## src/rtl/up_down_counter_system_if.sv

```systemverilog
// Pushbutton request lines and counter value shared between the counter and its user.
interface up_down_counter_system_if #(
  parameter int WIDTH = 16
);
  logic             u;
  logic             d;
  logic [WIDTH-1:0] c_out;

  modport master (output u, output d, input c_out);
  modport slave  (input u, input d, output c_out);
endinterface

```

## src/rtl/up_down_counter_system.sv

```systemverilog
// Pushbutton up/down counter: control FSM counts once per press and stops at 0 and at all-ones.
module counter_fsm (
  input  logic clk,
  input  logic reset,
  input  logic u,
  input  logic d,
  input  logic z,
  input  logic m,
  output logic op,
  output logic c_ld,
  output logic c_clr
);
  typedef enum logic [2:0] {
    INICIO     = 3'b000,
    ESPERA     = 3'b001,
    VERIFICA   = 3'b010,
    INCREMENTA = 3'b011,
    DECREMENTA = 3'b100,
    SOLTA      = 3'b101
  } state_t;

  state_t current_state;
  state_t next_state;

  always_ff @(posedge clk or negedge reset) begin
    if (!reset) current_state <= INICIO;
    else        current_state <= next_state;
  end

  always_comb begin
    next_state = current_state;
    op         = 1'b0;
    c_ld       = 1'b0;
    c_clr      = 1'b0;
    case (current_state)
      INICIO: begin
        c_clr      = 1'b1;
        next_state = ESPERA;
      end
      ESPERA:   next_state = VERIFICA;
      VERIFICA: begin
        // A blocked request still goes through SOLTA so the held button cannot count later.
        if (u && !d) next_state = m ? SOLTA : INCREMENTA;
        else if (d && !u) next_state = z ? SOLTA : DECREMENTA;
      end
      INCREMENTA: begin
        c_ld       = 1'b1;
        next_state = SOLTA;
      end
      DECREMENTA: begin
        c_ld       = 1'b1;
        op         = 1'b1;
        next_state = SOLTA;
      end
      SOLTA: if (!u && !d) next_state = VERIFICA;
      default: next_state = INICIO;
    endcase
  end
endmodule

module counter_dp #(
  parameter int WIDTH = 16
) (
  input  logic             clk,
  input  logic             reset,
  input  logic             op,
  input  logic             c_ld,
  input  logic             c_clr,
  output logic [WIDTH-1:0] c,
  output logic             z,
  output logic             m
);
  localparam logic [WIDTH-1:0] ONE = WIDTH'(1);

  function automatic logic [WIDTH-1:0] step(input logic [WIDTH-1:0] val, input logic dn);
    return dn ? (val - ONE) : (val + ONE);
  endfunction

  always_ff @(posedge clk or negedge reset) begin
    if (!reset)     c <= '0;
    else if (c_clr) c <= '0;
    else if (c_ld)  c <= step(c, op);
  end

  assign z = (c == '0);
  assign m = (c == '1);
endmodule

module up_down_counter_system #(
  parameter int WIDTH = 16
) (
  input  logic                      clk,
  input  logic                      reset,
  up_down_counter_system_if.slave   bus
);
  logic             op;
  logic             c_ld;
  logic             c_clr;
  logic             z;
  logic             m;
  logic [WIDTH-1:0] c;

  counter_fsm fsm (
    .clk   (clk),
    .reset (reset),
    .u     (bus.u),
    .d     (bus.d),
    .z     (z),
    .m     (m),
    .op    (op),
    .c_ld  (c_ld),
    .c_clr (c_clr)
  );

  counter_dp #(.WIDTH(WIDTH)) dp (
    .clk   (clk),
    .reset (reset),
    .op    (op),
    .c_ld  (c_ld),
    .c_clr (c_clr),
    .c     (c),
    .z     (z),
    .m     (m)
  );

  assign bus.c_out = c;
endmodule

```

## src/flat_wrapper.sv

```systemverilog
// flat-port wrapper written by rule: the top's interface ports become plain ports
module up_down_counter_system_flat 
#(
  parameter int WIDTH = 16
)
  (clk, reset, bus_u, bus_d, bus_c_out);
  up_down_counter_system_if #(.WIDTH(WIDTH)) bus_i ();
  input  logic clk;
  input  logic reset;
  input wire logic [$bits(bus_i.u)-1:0] bus_u;
  input wire logic [$bits(bus_i.d)-1:0] bus_d;
  output wire logic [$bits(bus_i.c_out)-1:0] bus_c_out;
  assign bus_i.u = bus_u;
  assign bus_i.d = bus_d;
  assign bus_c_out = bus_i.c_out;
  up_down_counter_system #(.WIDTH(WIDTH)) u_core (.clk(clk), .reset(reset), .bus(bus_i));
endmodule
```

## config.mk

```make
export PLATFORM = sky130hd
export DESIGN_NAME = up_down_counter_system_flat
export DESIGN_NICKNAME = d
export VERILOG_FILES = /design/src/rtl/up_down_counter_system_if.sv /design/src/rtl/up_down_counter_system.sv /design/src/flat_wrapper.sv
export SDC_FILE = /design/constraint.sdc
export NUM_CORES = 1
export LEC_CHECK = 0
export CAP_MARGIN = 40
export CORE_ASPECT_RATIO = 0.6
export CORE_MARGIN = 1
export CORE_UTILIZATION = 43
export DETAILED_ROUTE_END_ITERATION = 8
export PLACE_DENSITY = 0.75
export SYNTH_ARGS = -nofsm -noshare
export SYNTH_HDL_FRONTEND = slang
export SYNTH_HIERARCHICAL = 1
export SYNTH_SLANG_ARGS = --single-unit
```

## constraint.sdc

```tcl
create_clock -name clk -period 4.7 [get_ports clk]
set_input_delay 0.94 -clock clk [delete_from_list [all_inputs] [get_ports clk]]
set_output_delay 0.94 -clock clk [all_outputs]
set_load 0.02 [all_outputs]
```

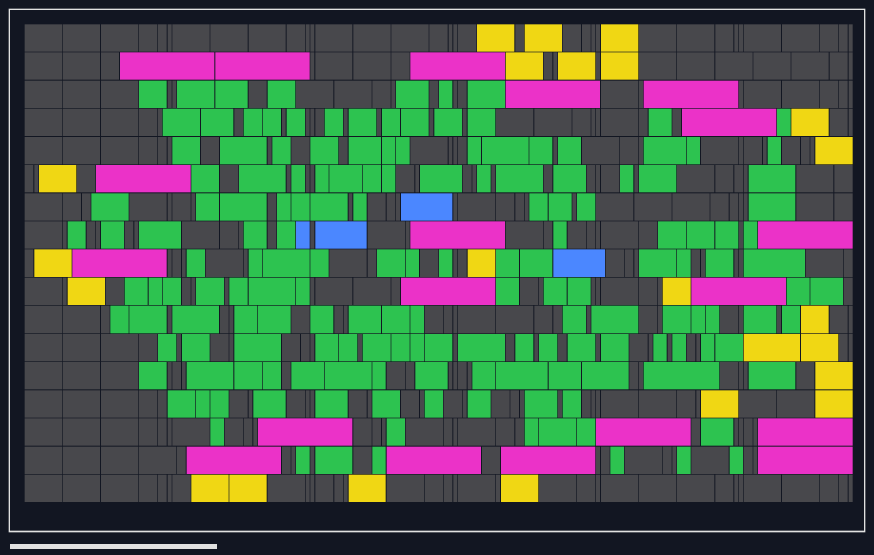
*Placement by cell class, run 1*
Bar = 20 µm. Fill, decap, tap and diode cells in gray.
legend:
  yellow:
    class: remaining buffers and delay cells
    cells: 23
    share_of_their_area: 12%
  green:
    class: remaining logic cells
    cells: 164
    share_of_their_area: 61%
  magenta:
    class: registers
    cells: 19
    share_of_their_area: 25%
  blue:
    class: clock drivers and dummy loads
    cells: 4
    share_of_their_area: 2.4%
CORE AREA: 3700 µm²
post-route cell area: 1970 µm²
post-layout util: 0.532
num rows: 17
fraction of area in registers: 0.241

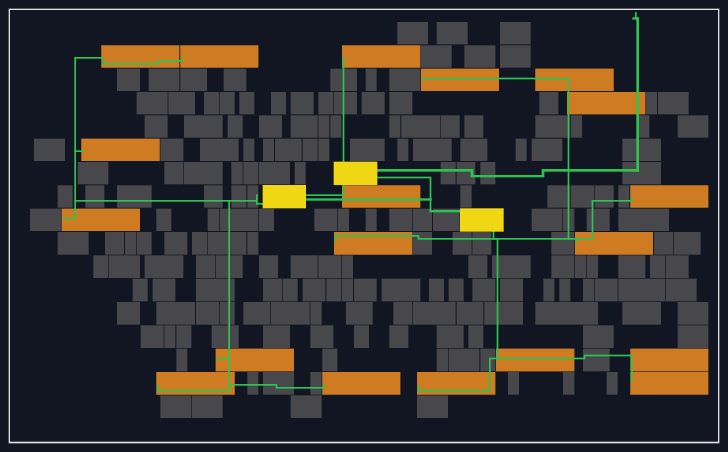
*Clock distribution, run 1*
legend:
  orange:
    item: flip-flops
    count: 19
  yellow:
    item: clock-net drivers
    count: 3
  green:
    item: clock wires
    length: 345 µm
routed clock nets: 4
Worst Skew: 0.00187 ns
clock power share: 0.095
Worst-Skew Late Latency: 0.26 ns
Clk power: 0.121 mW

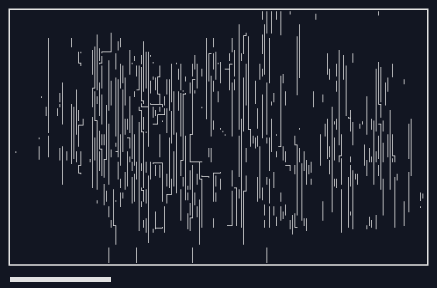
*Signal wires on met2, run 1*
Bar = 20 µm.
longest straight run: 21.4 µm
wire length on this layer: 1660 µm
nets with wire on the layer: 194
GRT met2 Usage: 0.322
final wirelength: 4.25 mm

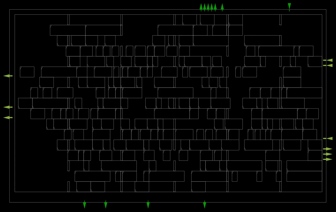
*Cell placement, run 1*
tap cell count: 47
Fillers: 353
Cell Count, Final, Fillers Out: 257

[run 1: Yosys cell counts (all sizes together), types with 2 or more instances]
master	number	area, µm²
nor3	3	15.0
a211oi	5	37.5
o31a	3	26.3
nand3	2	10.0
o31ai	3	22.5
mux2i	3	30.0
inv	11	41.3
o211ai	2	20.0
o21bai	4	30.0
o21a	3	22.5
a21o	5	37.5
nor4	6	37.5
nor2b	2	20.0
a21oi	13	65.1
a32o	4	40.0
or3	3	18.8
or4	2	15.0
o21ai	12	60.1
a41oi	2	17.5
o311ai	2	17.5
clkbuf	5	18.8
xor2	3	26.3
xnor2	5	43.8
nand4	7	43.8
ha	16	200
nand2	9	33.8
nor2	17	63.8
a31oi	2	12.5
dfrtp	19	475
buf	3	20.0
==> impl_metrics.ini, run 1 <==
; physical design summary
[finish]
largestRegisters = u_core/dp/c: 16 flops, u_core/fsm/current_state: 3 flops
logic_gate_count = 152
comb_area_um2 = 1120
lay_top_cells = 19 x clkdlybuf4s50_1, 19 x dfrtp_1, 17 x nor2_1, 16 x ha_1, 13 x a21oi_1
comb-cell-share = 0.567

[route]
postRouteAntennaNets = 0
highest_layer = met4
vias_per_cell = 6.09

[die]
fp.dieH_um = 50.3
chipArea_um2 = 4150
fp_util = 0.452
die_w_um = 82.5

[status]
status = completed

[flow_run]
drv_cap = 0

[place]
dpl_worst_slack_ns = 1.33
dp.cells = 253

[worst_setup_path]
crit_path_start_kind = register
critPathMaxStageDelay_ns = 0.64
ff2ff_setup_slack_ns = 1.19

[logic_synthesis]
ff_type = dfrtp_1
synth_flops = 19
synth_cells = 191
synthDistinctLibCells = 50
adder_share = 0.132

[power_and_ir_drop]
p_comb_mw = 0.822
cellPowerDensity_nw_per_um2 = 650
fin_total_pwr_mw = 1.28

[sta]
tightest_slew_ns = 0.750
setup_tns_ns = 0
finalSetupViolations = 0

[grt]
grt_pass1_wl_mm = 6.96
grt_util_met3 = 0.0491
antenna_found_initial = 0
grt_pass1_vias = 1444

[cts]
cts_sinks = 19
post_cts_buffers = 0
path_clk_slew_ns = 0.08

[hold_path]
hold_path_startpoint = u_core/dp/c[9]
hp-class = reg -> reg
==> run 1 -> run 2 <==
--- a/config.mk
+++ b/config.mk
@@ -10,7 +10,7 @@
 export CORE_MARGIN = 1
 export CORE_UTILIZATION = 43
 export DETAILED_ROUTE_END_ITERATION = 8
-export PLACE_DENSITY = 0.75
+export PLACE_DENSITY = 0.78
 export SYNTH_ARGS = -nofsm -noshare
 export SYNTH_HDL_FRONTEND = slang
 export SYNTH_HIERARCHICAL = 1
==> constraint.sdc (replaced) <==
create_clock -name clk -period 2.9 [get_ports clk]
set_input_delay 0.58 -clock clk [delete_from_list [all_inputs] [get_ports clk]]
set_output_delay 0.58 -clock clk [all_outputs]
set_load 0.02 [all_outputs]
==> run 2 against run 1 <==
- first-iteration DRC count rose by 55%
- largest cell class unchanged
- total power rose by 69%
- non-clock buffer count rose by 4
- worst hold slack improved by 0.013 ns
- via count rose by 1.7%
- highest routed layer unchanged
- wire length rose by 0.71%
- register-to-register slack got worse by 1.0 ns
- sequential share of layout area fell by 0.71 points
==> impl_metrics.ini, run 2 <==
; physical design summary
[cts]
post_cts_buffers = 0
worst_skew_pair.late_latency_ns = 0.26
cts_sinks = 19

[grt]
grt_util_met3 = 0.0436
grt_pass1_wl_mm = 6.92
grt_pass1_vias = 1397

[logic_synthesis]
synthDistinctLibCells = 50
adder_share = 0.132
synth_cells = 191
yosysTopAreaCell = dfrtp_1
synth_dominant_cell_count = dfrtp_1

[status]
status = completed

[flow_run]
drv_cap = 0

[worst_setup_path]
ff2ff_setup_slack_ns = 0.18
critPathMaxStageDelay_ns = 0.46

[finish]
comb_area_um2 = 1140
largestRegisters = u_core/dp/c: 16 flops, u_core/fsm/current_state: 3 flops
lay_top_cells = 19 x clkdlybuf4s50_1, 19 x dfrtp_1, 17 x nor2_1, 15 x ha_1, 13 x a21oi_1
final_cell_area_um2 = 2030

[die]
fp.dieH_um = 50.3
die_w_um = 82.5
rows = 17

[sta]
tightest_slew_ns = 0.595

[power_and_ir_drop]
power_clock_mw = 0.199
cellPowerDensity_nw_per_um2 = 1060
p_comb_mw = 1.43

[route]
vias_per_cell = 6.10
postRouteAntennaNets = 0

[hold_path]
hold_path_startpoint = u_core/dp/c[3]
## run 2: per-stage QoR
stage	total power, mW	setup TNS [ns]	std cells	hold slack [ns]	worst slack [ns]
2_1_floorplan	1.48	-0.0146	191	0.284	-0.0146
3_3_place_gp	1.90	0	257	0.587	0.244
3_5_place_dp	1.92	0	257	0.598	0.214
4_1_cts	2.13	0	261	0.621	0.192
5_1_grt	2.33	0	261	0.638	0.0938
6_report	2.16	0	261	0.622	0.177
## run 2: layout make-up
class	instances	area share
Sequential cell	19	0.234
Timing Repair Buffer	27	0.129
Clock buffer	3	0.0203
Clock inverter	1	0.00247
Multi-Input combinational cell	152	0.562
Inverter	12	0.0222
Tap cell	47	0.0290
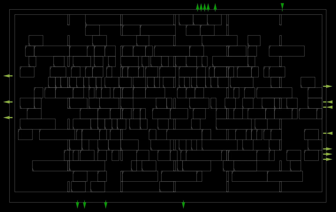
*Cell placement, run 2*
Cell Count, Final, Fillers Out: 261
Fillers: 364
registers: 19

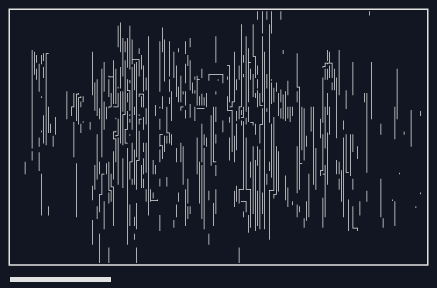
*Signal wires on met2, run 2*
Bar = 20 µm.
nets with wire on the layer: 201
wire length on this layer: 1700 µm
share of all routed wire: 40%
main direction: vertical
final wirelength: 4.28 mm
GRT met2 Usage: 0.311
vias: 1593

Power figures rest on the tool's default switching activity, not on a simulated workload.
